`src/rtl/sort_seq.sv`:
```
// Sequential odd-even transposition sorter: one compare/exchange pass per clock,
// NUM_VALS passes per vector, with a valid/ready handshake on both sides.
module sort_seq #(
  parameter  int NUM_VALS = 8,
  parameter  int WIDTH    = 4,
  localparam int CW       = $clog2(NUM_VALS*(NUM_VALS-1)/2+1)
) (
  input  logic                      clk,
  input  logic                      rst_n,
  input  logic                      in_valid,
  output logic                      in_ready,
  input  logic [NUM_VALS*WIDTH-1:0] in_data,
  input  logic                      descending,
  output logic                      out_valid,
  input  logic                      out_ready,
  output logic [NUM_VALS*WIDTH-1:0] out_data,
  output logic [CW-1:0]             swap_count
);

  localparam int VW = NUM_VALS*WIDTH;
  localparam int PW = $clog2(NUM_VALS);

  typedef enum logic [1:0] {IDLE, SORT, DONE} state_e;

  state_e          state_q, state_d;
  logic [VW-1:0]   work_q, work_d;
  logic            desc_q, desc_d;
  logic [CW-1:0]   swap_q, swap_d;
  logic [PW-1:0]   pass_q, pass_d;
  logic            out_valid_q, out_valid_d;

  logic [WIDTH-1:0] elem [NUM_VALS];
  logic [WIDTH-1:0] nxt  [NUM_VALS];
  logic [VW-1:0]    pass_work;
  logic [CW-1:0]    pass_swaps;
  logic             accept;

  // One pass of the exchange network; the pairs of a pass are disjoint, so
  // every exchange reads the pre-pass values.
  always_comb begin
    // NOTE: every variable gets a default at the top of always_comb so no path leaves it unassigned (no latch).
    pass_work  = '0;
    pass_swaps = '0;
    for (int i = 0; i < NUM_VALS; i++) begin
      elem[i] = work_q[(NUM_VALS-i)*WIDTH-1 -: WIDTH];
      nxt[i]  = elem[i];
    end
    for (int j = 0; j < NUM_VALS-1; j++) begin
      if (j[0] == pass_q[0]) begin
        if (desc_q ? (elem[j] < elem[j+1]) : (elem[j] > elem[j+1])) begin
          nxt[j]     = elem[j+1];
          nxt[j+1]   = elem[j];
          pass_swaps = pass_swaps + CW'(1);
        end
      end
    end
    for (int i = 0; i < NUM_VALS; i++) begin
      pass_work[(NUM_VALS-i)*WIDTH-1 -: WIDTH] = nxt[i];
    end
  end

  assign in_ready = (state_q == IDLE) || ((state_q == DONE) && out_ready);
  assign accept   = in_valid && in_ready;

  always_comb begin
    state_d     = state_q;
    work_d      = work_q;
    desc_d      = desc_q;
    swap_d      = swap_q;
    pass_d      = pass_q;
    out_valid_d = out_valid_q;
    case (state_q)
      IDLE: begin
        if (accept) begin
          work_d  = in_data;
          desc_d  = descending;
          swap_d  = '0;
          pass_d  = '0;
          state_d = SORT;
        end
      end
      SORT: begin
        work_d = pass_work;
        swap_d = swap_q + pass_swaps;
        pass_d = pass_q + PW'(1);
        if (pass_q == PW'(NUM_VALS-1)) begin
          pass_d      = '0;
          state_d     = DONE;
          out_valid_d = 1'b1;
        end
      end
      DONE: begin
        if (out_ready) begin
          out_valid_d = 1'b0;
          if (in_valid) begin
            work_d  = in_data;
            desc_d  = descending;
            swap_d  = '0;
            pass_d  = '0;
            state_d = SORT;
          end else begin
            state_d = IDLE;
          end
        end
      end
      default: begin
        state_d     = IDLE;
        out_valid_d = 1'b0;
      end
    endcase
  end

  // NOTE: the work register is a plain register, not a RAM, so it is reset too; that is what makes out_data read 0 during reset.
  always_ff @(posedge clk or negedge rst_n) begin
    if (!rst_n) begin
      state_q     <= IDLE;
      work_q      <= '0;
      desc_q      <= 1'b0;
      swap_q      <= '0;
      pass_q      <= '0;
      out_valid_q <= 1'b0;
    end else begin
      // NOTE: non-blocking assignments keep all flops updating from the same pre-edge values.
      state_q     <= state_d;
      work_q      <= work_d;
      desc_q      <= desc_d;
      swap_q      <= swap_d;
      pass_q      <= pass_d;
      out_valid_q <= out_valid_d;
    end
  end

  assign out_valid  = out_valid_q;
  assign out_data   = work_q;
  assign swap_count = swap_q;

endmodule

```
`config.mk`:
```
export PLATFORM = sky130hd
export DESIGN_NAME = sort_seq
export DESIGN_NICKNAME = d
export VERILOG_FILES = /design/src/rtl/sort_seq.sv
export SDC_FILE = /design/constraint.sdc
export NUM_CORES = 1
export LEC_CHECK = 0
export ABC_CLOCK_PERIOD_IN_PS = 4600
export CAP_MARGIN = 10
export CORE_UTILIZATION = 52
export DETAILED_ROUTE_END_ITERATION = 12
export HOLD_SLACK_MARGIN = 0.02
export PLACE_DENSITY = 0.84
export SLEW_MARGIN = 20
export SYNTH_ARGS = -nofsm -noshare
export SYNTH_HDL_FRONTEND = slang
export SYNTH_SLANG_ARGS = --single-unit
```
`constraint.sdc`:
```
create_clock -name clk -period 4.6 [get_ports clk]
set_input_delay 1.15 -clock clk [delete_from_list [all_inputs] [get_ports clk]]
set_output_delay 1.15 -clock clk [all_outputs]
set_load 0.03 [all_outputs]
```
Fig. 1: cell outlines without signal wires
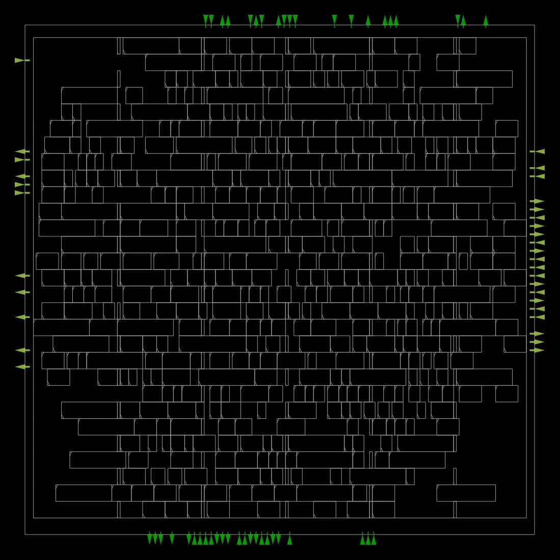
Rows: 29
Final Non-Filler Cells: 556
core area: 0.00639 mm^2

Fig. 2: wiring by layer
Scale: 4 px per um. Only two layers are drawn.
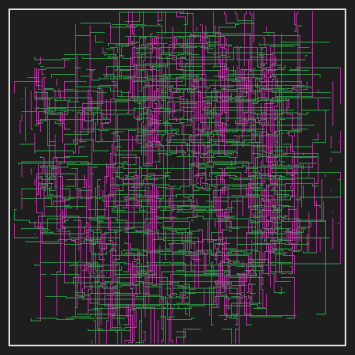
legend:
  magenta:
    layer: metal 2
    wire_length: 4660 um
  green:
    layer: metal 1
    wire_length: 4310 um
DRT Wirelength: 9840 um
Tot GR Track Use: 28.6%
via count: 3500
wire per inst: 17.7 um

==> metrics.csv <==
stage,metric,value,unit
cts,cts_max_level,2,
synthesis,synthDominantCellAreaShare,31.7,%
flow_run,warning_count,26,
synthesis,synth-edff-count,0,
critical_path,crit_required,4810,ps
layout,nets,554,
sta,setup_viol,0,
drt,drt_iter0_drc,344,
synthesis,yosys_area,0.00347,mm^2
global_routing,grt_first_pass_wirelength,16300,um
cts,clock-root-buffer,clkbuf_8,
critical_path,start_kind,flip-flop,
synthesis,synthesis.nets,480,
synthesis,avgSynthCellArea,8.58,um^2
synthesis,ys_cells,404,
die,chipArea,0.00700,mm^2
synthesis,syn_area,0.00347,mm^2
critical_path,critPathMaxFanout,6,
layout,layout-drive-gt1-share,7.52,%
flow_run,maxCapViolCount,0,
die,io_pins,76,
synthesis,synth_warnings,0,
sta,hold_violations,0,
synthesis,top_cells_by_area,"dfrtp_1 32%, ha_1 14%, o21ai_0 6.1%, a21oi_1 5.5%, inv_1 3.4%",
cts,clk_latency,300,ps
sta,max_clock_freq,0.229,GHz
drt,drt_pass1_iterations,6,
global_routing,grt_max_degree,45,
layout,fill_cells,486,
die,fp_util,54.3,%
layout,final_core_util,70.0,%
synthesis,synth-main-ff-cell,dfrtp_1,
cts,path_clk_slew,80,ps
layout,seq_area,0.00110,mm^2
sta,relSlewSlack,53.9,%
cts,cts_tree,built,
sta,report.final.slew_viol_count,0,
critical_path,worst-endpoint-arrival,4570,ps
synthesis,top_area_cell,dfrtp_1,
layout,combGateArea,0.00219,mm^2
cts,cts_hold_buf,0,
critical_path,crit_chain,inv_1 > ha_1 > nor2b_1 > o211ai_1 > a21boi_0 > o21a_1 > a21oi_1 > a21oi_1 > ha_1 > o21ai_0 > o21ai_1 > ha_1 > mux2_2 > fa_1 > a21o_1 > a21oi_1 > and2_0 > o21ai_0 > o31ai_1,
critical_path,r2r_setup_slack,240,ps
critical_path,critPathCaptureType,flip-flop,
critical_path,cp_num_buf_inv,1,
layout,layout_top_cell,clkdlybuf4s50_1,
drt,drcViolationCount,0,
global_routing,gr-total-overflow,0,
synthesis,ys_ff,44,
sta,finalClockSkew,6.80,ps
sta,fin_setup_tns,0,ps
cts,cts_buffers,5,
hold_path,hold_path.class,flip-flop to flip-flop,
critical_path,slowest_stage,dfrtp_1,
drt,viasPerCell,6.29,
placed_design,gp_congestion,0.919,
placed_design,dpl.hpwl,6960,um
sta,finalCritPeriodShare,94.7,%
critical_path,cpPeakStageDelay,440,ps
cts,clkSinkCount,44,
global_routing,antenna_found_initial,0,
global_routing,first_global_vias,3374,
drt,ant_nets,0,
critical_path,path_class,flip-flop to flip-flop,
layout,lay_top_cells,"74 x clkdlybuf4s50_1, 42 x o21ai_0, 42 x dfrtp_1",
synthesis,synth_cells,404,
layout,diodes,0,
sta,worstMarginPinSlew,688,ps
sta,layout_min_cycle_time,4360,ps
placed_design,placed_cells,548,
critical_path,cp_top_family,AND-OR/OR-AND gates,
synthesis,synth.distinct_cells,53,
cts,clockBufferDepth,2,
status,status,"complete, no violations",
synthesis,ys_seq_share,31.7,%
Fig. 3: layout detail
Region (22, 22) to (62, 62) um. Cells in gray, sequential cells in the stronger gray; small squares are vias.
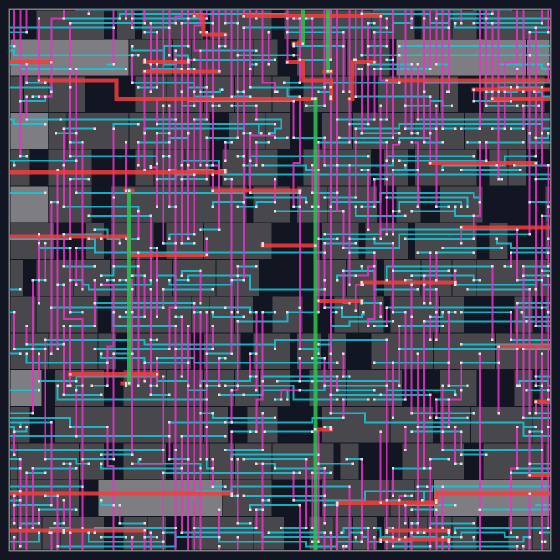
legend:
  green:
    layer: metal 4
  magenta:
    layer: metal 2
  cyan:
    layer: metal 1
  red:
    layer: metal 3
sequential cells in the window: 4
most frequent: ha_1 (23), inv_1 (15), a21oi_1 (13)
cells with their middle in the window: 157
netlist names of flops here include: out_data (3), pass_q (1)

Fig. 4: ports around the boundary
Scale: 6 px per um. Pins as bars across the die edge, other pins in gray.
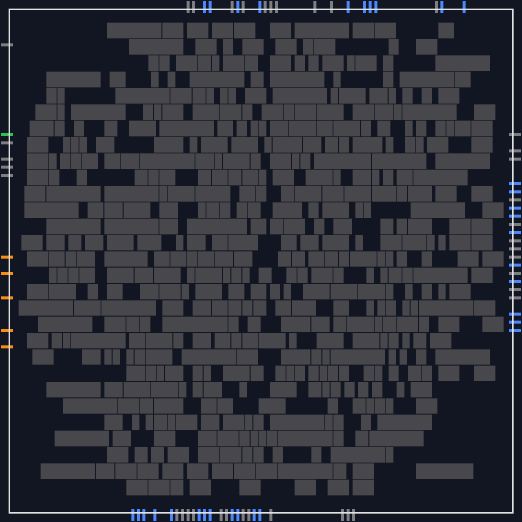
legend:
  orange:
    port: swap_count
    pins: 5
    direction: output
    edge: left
  blue:
    port: out_data
    pins: 32
    direction: output
    edge: 12 bottom, 10 right, 10 top
  green:
    port: out_valid
    pins: 1
    direction: output
    edge: left
all pins by edge: 24 bottom, 21 right, 20 top, 11 left
Die Ht: 83.7 um
Port Buffers: 75
die width: 83.7 um

## metrics by stage
step | hold slack (ps) | area [um^2] | setup slack [ps]
after floorplan | 470 | 3470 | 190
after global placement | 475 | 4320 | 398
after detailed placement | 478 | 4320 | 231
after CTS | 501 | 4440 | 198
after global routing | 528 | 4470 | -78.4
final | 505 | 4470 | 242
## path summary, 6_finish.rpt
check | cells after the start | endpoint | startpoint
max reg2reg | 19 | swap_count[4] | out_data[25]
min | 1 | swap_count[4] | swap_count[4]
max | 19 | swap_count[4] | out_data[25]
min in group asynchronous | 1 | out_data[20] | rst_n
min reg2reg | 1 | swap_count[4] | swap_count[4]
max in group asynchronous | 1 | out_data[13] | rst_n
## sequential cells by signal, summed over array words and instances, names as in the netlist
| register | cells |
|---|---|
| out_data | 32 |
| state_q | 2 |
| swap_count | 5 |
| desc_q | 1 |
| out_valid | 1 |
| pass_q | 3 |
## what timing repair did
action | 4_1_cts | 5_1_grt
buffers inserted | 0 | 0
resized | 0 | 8
setup endpoints to repair | 0 | 1
## cell type report
| cell class | count | area share [%] |
|---|---|---|
| timing repair buffer | 87 | 18.8 |
| clock buffer | 7 | 2.16 |
| sequential | 44 | 24.7 |
| clock inverter | 1 | 0.672 |
| multi-input combinational | 309 | 49.0 |
| tap | 77 | 2.16 |
| inverter | 31 | 2.60 |
## layer usage
metal	track usage, %	up-vias	wire, um
met1	38.6	1654	4310
met4	9.09	0	206
met3	4.35	23	669
met2	47.4	169	4660
met5	0	-	0
li1	-	1654	-
## synth_stat cells, types with 2 or more instances
cell / instances
nand2_1: 25
dfrtp_1: 44
o21ai_1: 6
a21o_1: 3
a2bb2oi_1: 4
o21bai_1: 2
or3_1: 2
a221oi_1: 4
a31oi_1: 11
inv_1: 31
o221ai_1: 4
buf_2: 3
mux2_2: 2
nor2_1: 31
a21oi_1: 38
a22o_1: 5
nor2b_1: 8
o21ai_0: 42
clkbuf_1: 16
a311o_1: 8
mux2i_1: 6
ha_1: 38
and3_1: 5
a211oi_1: 2
o21a_1: 4
nand3_1: 3
o22ai_1: 8
a41o_1: 3
o211ai_1: 5
xor2_1: 3
o31ai_1: 2
nor3_1: 5
a41oi_1: 3
o221a_2: 4
xnor2_1: 6
## kinds of logic after synthesis
| group | share of synthesized area (%) |
|---|---|
| compound gates | 31.4 |
| xor+xnor | 2.27 |
| fa+ha+maj | 14.3 |
| buf+inv | 5.84 |
| flops | 31.7 |
| mux | 2.38 |
| simple gates | 12.1 |
